`src/rtl/apb_bridge_arb_pkg.sv`:
```
// Shared types and constants for the APB bridge arbiter: FSM state encoding
// and the fixed AHB-Lite attribute values driven toward the bridge.
package apb_bridge_arb_pkg;

  typedef enum logic [1:0] {
    IDLE = 2'd0,
    ADDR = 2'd1,
    DATA = 2'd2
  } arb_state_e;

  localparam logic [1:0] HTRANS_IDLE   = 2'b00;
  localparam logic [1:0] HTRANS_NONSEQ = 2'b10;
  localparam logic [2:0] HSIZE_WORD    = 3'b010;
  localparam logic [3:0] HPROT_DEFAULT = 4'b0011;

  // Index width for a requester count, never narrower than one bit.
  function automatic int unsigned idx_width(input int unsigned n);
    return (n > 1) ? $clog2(n) : 1;
  endfunction

endpackage

```
`src/rtl/apb_bridge_arbiter_rr_pick.sv`:
```
// Combinational round-robin picker: first asserted request at or after ptr,
// wrapping modulo NUM_REQ.
module rr_pick
  import apb_bridge_arb_pkg::*;
#(
  parameter int unsigned NUM_REQ = 3,
  parameter int unsigned IDX_W   = idx_width(NUM_REQ)
) (
  input  logic [NUM_REQ-1:0] req,
  input  logic [IDX_W-1:0]   ptr,
  output logic               gnt_valid,
  output logic [IDX_W-1:0]   gnt_idx
);

  function automatic logic [IDX_W-1:0] wrap(input logic [IDX_W-1:0] base,
                                            input int unsigned off);
    return IDX_W'((32'(base) + off) % NUM_REQ);
  endfunction

  always_comb begin
    gnt_valid = 1'b0;
    gnt_idx   = '0;
    for (int unsigned k = 0; k < NUM_REQ; k++) begin
      if (!gnt_valid && req[wrap(ptr, k)]) begin
        gnt_valid = 1'b1;
        gnt_idx   = wrap(ptr, k);
      end
    end
  end

endmodule

```
`src/rtl/apb_bridge_arbiter.sv`:
```
// Round-robin arbiter that serialises single-word requester transactions into
// NONSEQ AHB-Lite transfers on the AHB-to-APB bridge, one outstanding at a time.
module apb_bridge_arbiter
  import apb_bridge_arb_pkg::*;
#(
  parameter int unsigned NUM_REQ   = 3,
  parameter int unsigned ADDRWIDTH = 16,
  parameter int unsigned DATAWIDTH = 32
) (
  input  logic                           HCLK,
  input  logic                           HRESETn,
  input  logic [NUM_REQ-1:0]             req_valid,
  input  logic [NUM_REQ-1:0]             req_write,
  input  logic [NUM_REQ*ADDRWIDTH-1:0]   req_addr,
  input  logic [NUM_REQ*DATAWIDTH-1:0]   req_wdata,
  output logic [NUM_REQ-1:0]             req_ready,
  output logic [NUM_REQ-1:0]             rsp_valid,
  output logic [DATAWIDTH-1:0]           rsp_rdata,
  output logic                           rsp_err,
  output logic                           HSEL,
  output logic                           HWRITE,
  output logic [1:0]                     HTRANS,
  output logic [ADDRWIDTH-1:0]           HADDR,
  output logic [DATAWIDTH-1:0]           HWDATA,
  output logic [2:0]                     HSIZE,
  output logic [3:0]                     HPROT,
  output logic                           HREADY,
  input  logic                           HREADYOUT,
  input  logic [DATAWIDTH-1:0]           HRDATA,
  input  logic                           HRESP,
  output logic                           busy
);

  localparam int unsigned IDX_W = idx_width(NUM_REQ);

  arb_state_e             state, state_nxt;
  logic [IDX_W-1:0]       rr_ptr;
  logic [IDX_W-1:0]       grant;
  logic                   lat_write;
  logic [ADDRWIDTH-1:0]   lat_addr;
  logic [DATAWIDTH-1:0]   lat_wdata;
  logic                   gnt_valid;
  logic [IDX_W-1:0]       gnt_idx;
  logic                   accept;
  logic                   done;

  rr_pick #(
    .NUM_REQ (NUM_REQ),
    .IDX_W   (IDX_W)
  ) u_rr_pick (
    .req       (req_valid),
    .ptr       (rr_ptr),
    .gnt_valid (gnt_valid),
    .gnt_idx   (gnt_idx)
  );

  assign accept = (state == IDLE) && gnt_valid;
  assign done   = (state == DATA) && HREADYOUT;

  // Single-slave system: the bridge's ready is looped straight back.
  assign HREADY = HREADYOUT;
  assign HSIZE  = HSIZE_WORD;
  assign HPROT  = HPROT_DEFAULT;
  assign HADDR  = lat_addr;
  assign HWDATA = lat_wdata;
  assign HWRITE = lat_write;

  always_ff @(posedge HCLK or negedge HRESETn) begin
    if (!HRESETn) state <= IDLE;
    else          state <= state_nxt;
  end

  always_comb begin
    state_nxt = state;
    unique case (state)
      IDLE:    if (gnt_valid) state_nxt = ADDR;
      ADDR:    if (HREADYOUT) state_nxt = DATA;
      DATA:    if (HREADYOUT) state_nxt = IDLE;
      default: state_nxt = IDLE;
    endcase
  end

  // Bus-control decode from the current state.
  always_comb begin
    HSEL      = 1'b0;
    HTRANS    = HTRANS_IDLE;
    busy      = 1'b0;
    req_ready = '0;
    unique case (state)
      IDLE: if (gnt_valid) req_ready = NUM_REQ'(1) << gnt_idx;
      ADDR: begin
        HSEL   = 1'b1;
        HTRANS = HTRANS_NONSEQ;
        busy   = 1'b1;
      end
      DATA:    busy = 1'b1;
      default: ;
    endcase
  end

  // Request capture on the handshake edge; read requests carry zero write data.
  always_ff @(posedge HCLK or negedge HRESETn) begin
    if (!HRESETn) begin
      grant     <= '0;
      lat_write <= 1'b0;
      lat_addr  <= '0;
      lat_wdata <= '0;
    end else if (accept) begin
      grant     <= gnt_idx;
      lat_write <= req_write[gnt_idx];
      lat_addr  <= req_addr[32'(gnt_idx)*ADDRWIDTH +: ADDRWIDTH];
      lat_wdata <= req_write[gnt_idx] ? req_wdata[32'(gnt_idx)*DATAWIDTH +: DATAWIDTH]
                                      : '0;
    end
  end

  // Response registers and pointer rotation on data-phase completion.
  always_ff @(posedge HCLK or negedge HRESETn) begin
    if (!HRESETn) begin
      rsp_valid <= '0;
      rsp_rdata <= '0;
      rsp_err   <= 1'b0;
      rr_ptr    <= '0;
    end else begin
      rsp_valid <= '0;
      if (done) begin
        rsp_valid <= NUM_REQ'(1) << grant;
        rsp_rdata <= lat_write ? '0 : HRDATA;
        rsp_err   <= HRESP;
        rr_ptr    <= (grant == IDX_W'(NUM_REQ - 1)) ? '0 : grant + IDX_W'(1);
      end
    end
  end

endmodule
```
`config.mk`:
```
export PLATFORM = sky130hd
export DESIGN_NAME = apb_bridge_arbiter
export DESIGN_NICKNAME = d
export VERILOG_FILES = /design/src/rtl/apb_bridge_arb_pkg.sv /design/src/rtl/apb_bridge_arbiter_rr_pick.sv /design/src/rtl/apb_bridge_arbiter.sv
export SDC_FILE = /design/constraint.sdc
export NUM_CORES = 1
export LEC_CHECK = 0
export CAP_MARGIN = 20
export CORE_MARGIN = 8
export CORE_UTILIZATION = 36
export CTS_CLUSTER_SIZE = 14
export DETAILED_ROUTE_END_ITERATION = 8
export PLACE_DENSITY = 0.78
export SLEW_MARGIN = 20
export SYNTH_ARGS = -nofsm -noshare
export SYNTH_HDL_FRONTEND = slang
export SYNTH_SLANG_ARGS = --single-unit
```
`constraint.sdc`:
```
create_clock -name HCLK -period 2.5 [get_ports HCLK]
set_input_delay 0.5 -clock HCLK [delete_from_list [all_inputs] [get_ports HCLK]]
set_output_delay 0.5 -clock HCLK [all_outputs]
set_load 0.02 [all_outputs]
```
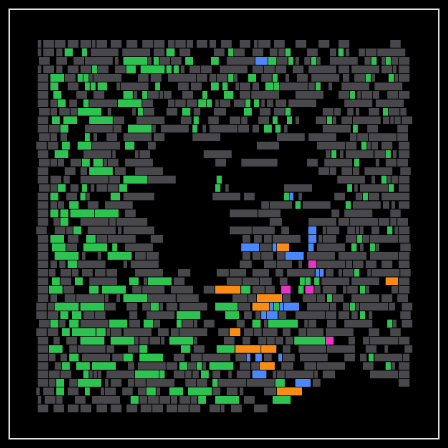
*Logic cells by family, run 1*
Orange shows mux cells, cells 10, most used mux2i_4, where bottom middle. Green shows aoi and oai cells, cells 191, most used o21ai_0, where spread over the die. Magenta shows non-inverting ao/oa cells, cells 4, most used a21o_1. Blue shows nor cells, cells 20, most used nor2_1.

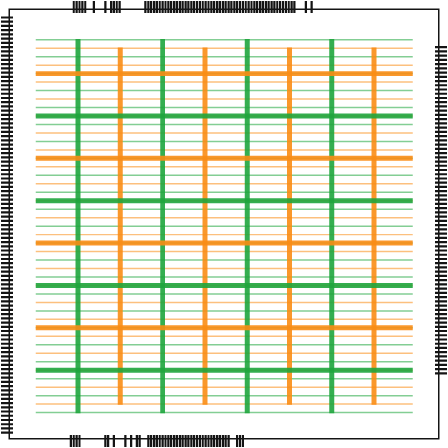
*Supply network, run 1*
Pins as bars on the die edge.
Green shows VSS. Orange shows VDD.
45 met1 rails follow the rows. 286 signal pins sit on the boundary. 8 straps on met4. 8 straps on met5. The core has 44 rows.

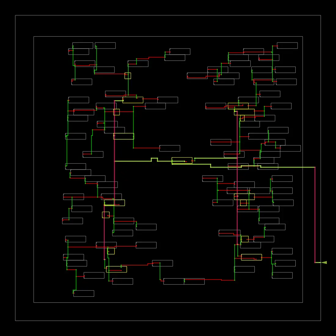
*The clock network, run 1*
CTS Buf Count: 9
Clock Sinks: 91
clock group total power: 1290 µW

==> flow_summary.yaml, run 1 <==
# generated from flow reports
flow_run:
  warnings: 33
global_route:
  busiest_layer: "met2"
  grt_pass1_wl_um: 31200
  antenna_found_initial: 0
  grt_max_degree: 56
  gr-usage-met3_pct: 8.10
  use_met2_pct: 35.8
finish:
  flop_area_mm2: 0.00228
  seq_share_pct: 23.4
  final_core_util_pct: 67.2
  design_area_mm2: 0.00973
  num-nets-final: 1072
  fillers: 1138
  syn_to_final_growth_pct: 83.4
  combGateArea_mm2: 0.00325
  diodes: 0
  lay_top_cells: "clkdlybuf4s50_1 (271), dfrtp_1 (90), nand2_1 (82), o21ai_0 (54), and3_1 (48)"
  buffers_excl_clock: 355
  ff_count: 91
  largest_class: "buffers"
  drive_gt1_share_pct: 22.5
  inv_count: 7
  clk_share_pct: 2.87
floorplan:
  die_h_um: 137
  die_width_um: 137
  ios: 286
  tap-cell-count: 184
  placementRows: 44
  fp_util_pct: 36.6
cts:
  cts_tree: "done"
  clockBufferDepth: 2
  htreeDepth: 3
  clockRootBuffer: "clkbuf_16"
  clkTransAtPathRegs_ns: 0.07
  cts_resized: 105
  cts.repair_timing.setup_buffer_count: 21
setup_path:
  cpPeakStageDelay_ns: 0.42
  crit_fanout: 4
  path_delay_family: "flip-flops"
  cp_slowest_cell: "dfrtp_1"
  path_common_cell: "mux2i_4"
  crit_path_start_kind: "register"
  end_kind: "output pin"
  crit_chain: "inv_2 > ha_4 > mux2i_4 > mux2i_4 > nor2_1 > a21oi_1 > o22a_1 > nor3_4 > buf_6"
drt:
  viasPerCell: 5.21
  wl_per_cell_um: 20.1
  first_pass_iters: 4
  first_iter_violations: 238
  via_count: 5561
  wl_met2_um: 10400
  wl_met3_um: 2140
  ant_nets: 0
  drt-total-wl_um: 21500
  routedLengthMet1_um: 8140
yosys:
  yosys_warnings: 0
  yosys.area_share.adder_pct: 1.65
  topCombFamilyByArea: "AND-OR/OR-AND gates"
  netlist_instances: 570
  ys_sh_xor_pct: 0
  synth.mux.area_fraction_pct: 2.57
  ys_cells: 570
  ys_sh_simple_pct: 18.7
  netlist_area_mm2: 0.00530
  edf_count: 0
  syn_area_per_cell_um2: 9.30
  async_reset_ff_share_pct: 100
  ff_type: "dfrtp_1"
timing:
  min_period_ns: 2.73
  fin_skew_ns: 0.00854
  grt_setup_unrepaired: "yes"
  setup_viol: 36
  setup_ws_ns: -0.227
  hold_ws_ns: 0.135
  slew_violations: 0
  timing.final.crit_share_pct: 109
place:
  hpwl_um: 14800
  port_buffers: 277
  post-place-ws_ns: -0.765
  dp_cells: 1022
run_status:
  status: "finished with violations"
  violations: "negative setup slack"
power:
  totalPowerFinal_uw: 14700
run 1: worst paths after layout:
check	from	to	slack (ns)	depth (start not counted)
min in group HCLK	rsp_rdata[25]$_DFFE_PN0P_	rsp_rdata[25]$_DFFE_PN0P_	0.48	2
worst min register to register	rsp_rdata[25]$_DFFE_PN0P_	rsp_rdata[25]$_DFFE_PN0P_	0.48	2
worst max-delay path	rr_ptr[1]$_DFFE_PN0P_	req_ready[0]	-0.23	9
worst min-delay path	HRESETn	rsp_rdata[2]$_DFFE_PN0P_	0.13	1
worst max register to register	rr_ptr[1]$_DFFE_PN0P_	HWDATA[29]$_DFFE_PN0P_	-0.10	11
max in group asynchronous	HRESETn	rsp_rdata[20]$_DFFE_PN0P_	1.67	2
run 1: synthesized netlist by cell type, types with 3 or more instances:
| cell type | count | area [µm²] |
|---|---|---|
| nand2b_1 | 35 | 219 |
| ha_1 | 7 | 87.6 |
| nor3b_1 | 3 | 22.5 |
| inv_1 | 7 | 26.3 |
| buf_4 | 13 | 97.6 |
| clkbuf_1 | 42 | 158 |
| nor2b_1 | 3 | 18.8 |
| o21ai_1 | 6 | 30.0 |
| o31ai_2 | 19 | 238 |
| nand2_1 | 85 | 319 |
| dfrtp_1 | 91 | 2280 |
| o31ai_1 | 3 | 22.5 |
| and3_1 | 48 | 300 |
| o31ai_4 | 10 | 213 |
| nor2_1 | 9 | 33.8 |
| a21oi_1 | 5 | 25.0 |
| buf_2 | 3 | 15.0 |
| a211oi_1 | 49 | 368 |
| nor3_1 | 5 | 25.0 |
| buf_6 | 3 | 33.8 |
| o21ai_0 | 95 | 475 |
| mux2i_1 | 4 | 40.0 |
run 1: power by group:
group / switching (µW) / internal [µW]
Combinational: 5780 / 5160
Clock: 612 / 679
Sequential: 323 / 2100
==> run 2: changes to the inputs <==
Settings changed: CORE_UTILIZATION 36 to 43, PLACE_DENSITY 0.78 to 0.87.
Clock period 2.5 ns to 3.48 ns, I/O delays scaled along.
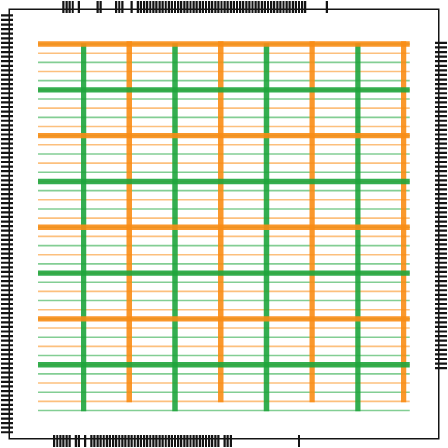
*Supply network, run 2*
Pins as bars on the die edge.
die width: 127 µm
Core Region: 0.0120 mm²
Worst IR Drop VDD: 0.707 mV

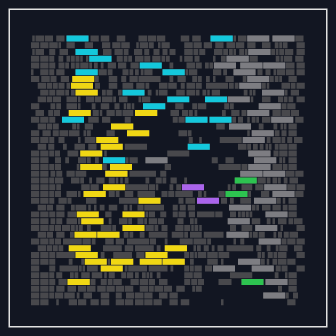
*Where the registers sit, run 2*
Yellow shows HWDATA, flops 32. Purple shows grant, flops 2. Cyan shows HADDR, flops 16. Green shows rsp_valid, flops 3.

==> run 2 against run 1 <==
  * The run now ends clean
  * First-iteration DRC count increased by 55%
  * Flip-flop count unchanged
  * Global-route usage increased by 2.1 points
  * Critical path depth fell by 2
  * Non-clock buffer count down 60
  * Power down 44%
  * Cell area is 13% lower
  * Sequential share of layout area rose by 3.6 points
  * Routed wire length down 9.0%
  * Largest power group unchanged
==> flow_summary.yaml, run 2 <==
# generated from flow reports
floorplan:
  placementRows: 40
  ios: 286
  fp_util_pct: 44.2
cts:
  clkSinkCount: 91
  clockRootBuffer: "clkbuf_16"
  clockBufferDepth: 2
  clkTransAtPathRegs_ns: 0.06
  ctsHoldBuffers: 0
  cts.repair_timing.setup_buffer_count: 0
  htreeDepth: 3
  cts_buffers: 9
  cts_tree: "done"
  cts_resized: 0
power:
  power_frac_comb_pct: 65.8
  p_int_uw: 4370
  p_sw_uw: 3820
  totalPowerFinal_uw: 8190
  pwr-share-seq_pct: 21.6
  clkPwrFrac_pct: 12.5
  switching_share_pct: 46.7
timing:
  worst_slew_pin_slew_ns: 0.841
  slew_violations: 0
  timing.final.crit_share_pct: 92.2
  min_period_ns: 3.21
  fin_skew_ns: 0.00514
  grt_setup_unrepaired: "no"
  fin_tns_setup_ns: 0
  setup_viol: 0
setup_path:
  r2r-end: "HWDATA[27]$_DFFE_PN0P_"
  crit_path_start_kind: "primary input"
  regToRegSetupSlack_ns: 0.69
  crit_start: "req_valid[1]"
  r2r-start: "rr_ptr[1]$_DFFE_PN0P_"
  crit_arrival_ns: 2.51
  crit_fanout: 7
  reg2regPathDepth: 10
  end_kind: "output pin"
yosys:
  netlist_instances: 570
  ys_sh_xor_pct: 0
  yosys_warnings: 0
  async_reset_ff_share_pct: 100
  ff_type: "dfrtp_1"
  topCombFamilyByArea: "AND-OR/OR-AND gates"
  yosys.area.top_type: "dfrtp_1"
  edf_count: 0
  postSynthSeqShare_pct: 42.9
  synth.mux.area_fraction_pct: 2.57
  ys_top_cells_by_count: "o21ai_0 (95), dfrtp_1 (91), nand2_1 (85)"
  syn_area_per_cell_um2: 9.30
  ys_sh_simple_pct: 18.7
  top_cell_area_share_pct: 42.9
  yosys.area_share.adder_pct: 1.65
  ys_cells: 570
  yosys-top-cells-area: "dfrtp_1 (43%), o21ai_0 (9.0%), a211oi_1 (6.9%)"
  most_common_cell: "o21ai_0"
  netlist_area_mm2: 0.00530
global_route:
  use_met2_pct: 41.1
  grt_max_degree: 57
  busiest_layer: "met2"
  antenna_found_initial: 2
  grt_pass1_wl_um: 30200
  gr-usage-met3_pct: 8.94
finish:
  lay_top_cells: "clkdlybuf4s50_1 (273), o21ai_0 (95), dfrtp_1 (91), nand2_1 (82), a211oi_1 (49)"
  drive_gt1_share_pct: 9.71
  combGateArea_mm2: 0.00272
  fillers: 907
  num-nets-final: 1012
  syn_to_final_growth_pct: 59.1
  flop_area_mm2: 0.00228
flow_run:
  warnings: 31
place:
  port_buffers: 277
  hpwl_um: 15500
drt:
  wl_met3_um: 1910
  wl_met2_um: 9740
  routedLengthMet1_um: 7130
  first_pass_iters: 4
  wl_per_cell_um: 20.1
  first_iter_violations: 369
  drt-total-wl_um: 19500
  ant_nets: 0
  viasPerCell: 5.45
  via_count: 5299
  top_layer: "met5"
run_status:
  status: "finished clean"
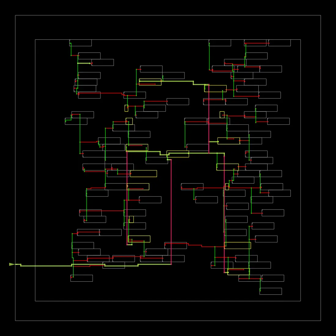
*The clock network, run 2*
clkbuf count: 11
FFs & Latches: 91
Clk Latency, worst-skew pair: 0.34 ns

## run 2: cell counts after synthesis
Identical to the previous run, type by type.
## run 2: critical path, stage by stage
cell	delay, ns
clkdlybuf4s50_1	0.62
mux2i_1	0.11
o21ai_0	0.34
nor3_1	0.10
nand2b_2	0.25
nor3_1	0.20
buf_4	0.19
## run 2: power by group through the flow
stage	Clock [µW]	Sequential, µW	Combinational, µW
final	1030	1770	5400
after global routing	1080	1820	5820
after CTS	1050	1770	5420
after detailed placement	0	1780	5420
after global placement	0	1760	5270
after floorplan	0	2210	3050
## run 2: area by class of cell
| type | count | share of cell area, % |
|---|---|---|
| diodes | 1 | 0.0297 |
| clock buffers | 11 | 2.76 |
| clock inverters | 5 | 0.919 |
| inverters | 7 | 0.311 |
| multi-input cells | 415 | 32.2 |
| flip-flops and latches | 91 | 27.0 |
| well taps | 147 | 2.18 |
| repair buffers | 295 | 34.6 |
## run 2: worst max path at each step
stage / end / slack [ns] / cells past startpoint
4_1_cts: req_ready[0] / 0.20 / 9
3_3_place_gp: req_ready[0] / 0.35 / 7
5_1_grt: req_ready[0] / 0.11 / 9
3_5_place_dp: req_ready[0] / 0.30 / 7
6_report: req_ready[0] / 0.27 / 7
2_1_floorplan: req_ready[0] / 0.50 / 10
## run 2: stage by stage
stage / hold WS (ns) / util [%] / cells / worst slack [ns] / area (µm²)
4_1_cts: 0.345 / 70.2 / 971 / 0.205 / 8430
3_3_place_gp: 0.462 / 67.6 / 955 / 0.355 / 8120
6_report: 0.339 / 70.3 / 972 / 0.272 / 8440
3_5_place_dp: 0.470 / 67.6 / 955 / 0.300 / 8120
5_1_grt: 0.375 / 70.3 / 972 / 0.109 / 8440
2_1_floorplan: 0.400 / - / 576 / 0.495 / 5330
==> run 3: changes to the inputs <==
Settings changed: CORE_UTILIZATION 43 to 41, PLACE_DENSITY 0.87 to 0.86, SYNTH_HIERARCHICAL set to 1.
==> run 3 against run 2 <==
  * Critical path depth grew 1
  * Power shrank 8.5%
  * Combinational power shrank 11%
  * Sequential power shrank 3%
  * Utilization shrank 0.25 points
  * Synthesized cell count shrank 19%
  * Cell count shrank 9.9%
  * Maximum frequency shrank 5.8%
  * Global-route usage shrank 2.4 points
  * Highest routed layer is now met4
==> flow_summary.yaml, run 3 <==
# generated from flow reports
setup_path:
  path_delay_family: "buffers and inverters"
  crit_chain: "clkdlybuf4s50_1 > buf_4 > o21ai_1 > a311oi_2 > o32a_2 > nand4b_1 > inv_1 > dlygate4sd2_1"
  r2r-start: "rr_ptr[0]$_DFFE_PN0P_"
  r2r-end: "HWDATA[23]$_DFFE_PN0P_"
  crit_path_start_kind: "primary input"
  cpPeakStageDelay_ns: 0.54
  end_kind: "output pin"
  reg2regPathDepth: 12
  path_buffers: 4
power:
  power_frac_comb_pct: 64.3
  peakVddDrop_mv: 0.604
  pwr-share-seq_pct: 22.9
  switching_share_pct: 42.4
  p_sw_uw: 3180
  totalPowerFinal_uw: 7500
  clkPwrFrac_pct: 12.8
yosys:
  ys_cells: 459
  synth.mux.area_fraction_pct: 11.9
  ff_type: "dfrtp_1"
  topCombFamilyByArea: "AND-OR/OR-AND gates"
  async_reset_ff_share_pct: 100
  netlist_instances: 459
  ys_top_cells_by_count: "dfrtp_1 (91), nand2_1 (54), mux2i_1 (52)"
  postSynthSeqShare_pct: 46.8
  ys_sh_simple_pct: 11.1
  yosys.area.top_type: "dfrtp_1"
  top_cell_area_share_pct: 46.8
  yosys-top-cells-area: "dfrtp_1 (47%), mux2i_1 (11%), a22o_1 (5.8%)"
  edf_count: 0
cts:
  clkSinkCount: 91
  cts_buffers: 9
  htreeDepth: 3
  clockBufferDepth: 2
  clk_latency_ns: 0.33
  clkTransAtPathRegs_ns: 0.07
  clockRootBuffer: "clkbuf_16"
  ctsHoldBuffers: 0
floorplan:
  die_width_um: 125
  ios: 286
  fp_util_pct: 42.2
  die_h_um: 125
global_route:
  grt_max_degree: 66
  grt_pass1_wl_um: 26400
  antenna_found_initial: 0
finish:
  lay_top_cells: "clkdlybuf4s50_1 (272), dfrtp_1 (91), nand2_1 (52), mux2i_1 (51), o21ai_1 (49)"
  syn_to_final_growth_pct: 65.8
  fillers: 857
  diodes: 0
drt:
  first_pass_iters: 4
  ant_nets: 0
  drt-total-wl_um: 16900
timing:
  grt_setup_unrepaired: "yes"
  min_period_ns: 3.41
  worst_slew_pin_slew_ns: 0.844
  setup_viol: 0
  slew_violations: 0
place:
  port_buffers: 277
run_status:
  status: "finished clean"
## run 3: cell type report
type	instances	area (µm²)	share of cell area [%]
inverters	7	26.3	0.326
flip-flops and latches	91	2280	28.2
clock buffers	10	229	2.84
well taps	143	179	2.22
clock inverters	6	65.1	0.807
multi-input cells	318	2330	28.9
repair buffers	301	2950	36.6
## run 3: routing by layer
layer / GRT usage [%] / vias to the layer above / routed length [µm]
met1: 22.2 / 2129 / 6590
met3: 7.66 / 28 / 1440
met4: 7.38 / 0 / 340
met5: 0 / - / 0
li1: - / 2172 / -
met2: 38.5 / 231 / 8510
## run 3: power groups by stage
stage | clock, µW | sequential (µW) | combinational, µW
final | 960 | 1720 | 4820
after global routing | 1020 | 1760 | 5200
after CTS | 981 | 1720 | 4810
after detailed placement | 0 | 1730 | 4810
after global placement | 0 | 1700 | 4650
after floorplan | 0 | 2130 | 2680
## run 3: through the flow
step	setup slack [ns]	TNS [ns]	cell area [µm²]	std cells	util (%)
after global placement	-0.202	-0.523	7740	857	67.2
final	0.0743	0	8060	876	70.0
after CTS	0.0267	0	8030	873	69.8
after global routing	-0.0319	-0.0319	8060	876	70.0
after floorplan	0.361	0	4890	465	-
after detailed placement	-0.287	-0.816	7740	857	67.2
## run 3: worst max path at each step
stage / to / start / slack, ns / cells past startpoint
after floorplan: req_ready[1] / rr_ptr[0]$_DFFE_PN0P_ / 0.36 / 11
after global placement: req_ready[1] / req_valid[0] / -0.20 / 8
after detailed placement: req_ready[1] / req_valid[0] / -0.29 / 8
after CTS: req_ready[2] / req_valid[0] / 0.03 / 8
after global routing: req_ready[2] / rr_ptr[0]$_DFFE_PN0P_ / -0.03 / 9
final: req_ready[2] / req_valid[2] / 0.07 / 8
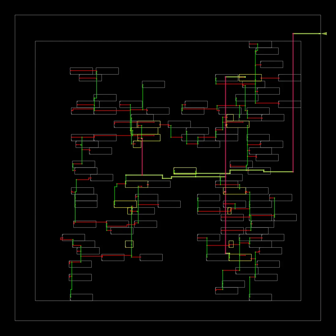
*The clock network, run 3*
clock group total power: 960 µW
clock skew: 0.00702 ns
clkbuf count: 10

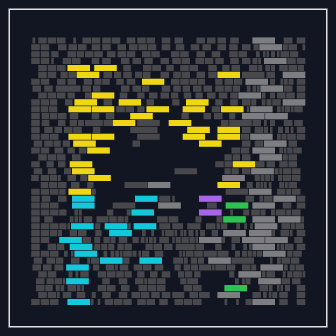
*Where the registers sit, run 3*
Cyan shows HADDR, flops 16, where bottom left. Yellow shows HWDATA, flops 32. Green shows rsp_valid, flops 3. Purple shows grant, flops 2.

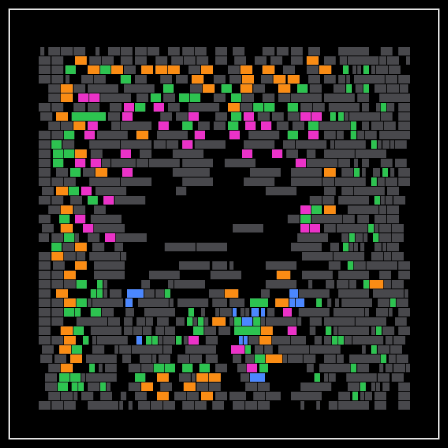
*Logic cells by family, run 3*
most numerous logic cell after layout: clkdlybuf4s50_1
non-filler cells, final: 876
combinational share of cell area: 28.9%


==> layout pictures side by side <==
Layout detail.
shot_01.png
Region (6, 69) to (56, 119) µm. Cells in grey, sequential cells in the stronger grey; small squares are vias.
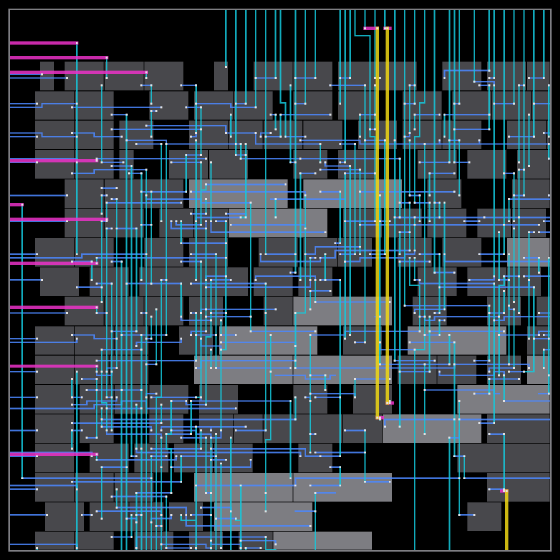
shot_02.png
Region (7, 70) to (57, 120) µm. Cells in grey, sequential cells in the stronger grey; small squares are vias.
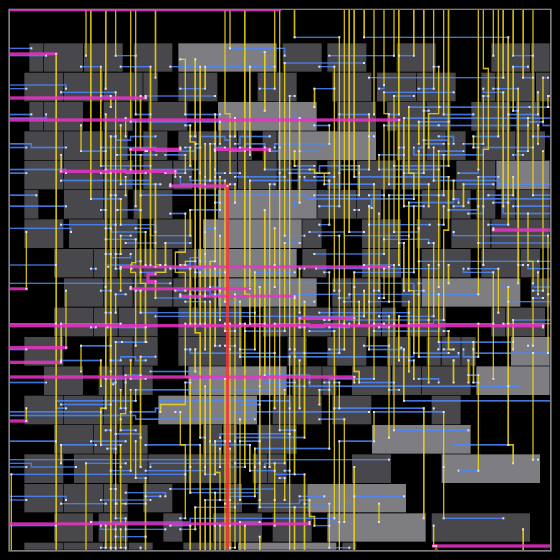
shot_03.png
Region (9, 78) to (59, 128) µm. Cells in grey, sequential cells in the stronger grey; small squares are vias.
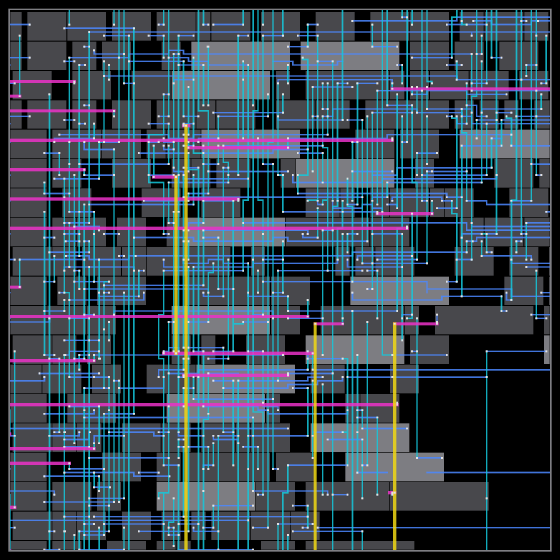
- shot_02.png = run 2
- shot_01.png = run 3
- shot_03.png = run 1

Key to shot_02.png:
Red shows M4. Yellow shows M2. Magenta shows M3. Blue shows M1.
Sequential cells in the window: 16. Netlist names of flops here include HWDATA (9), HADDR (7). 175 logic cells have their middle in the window. Most frequent: clkdlybuf4s50_1 (66), o21ai_0 (23).

Power figures rest on the tool's default switching activity, not on a simulated workload.
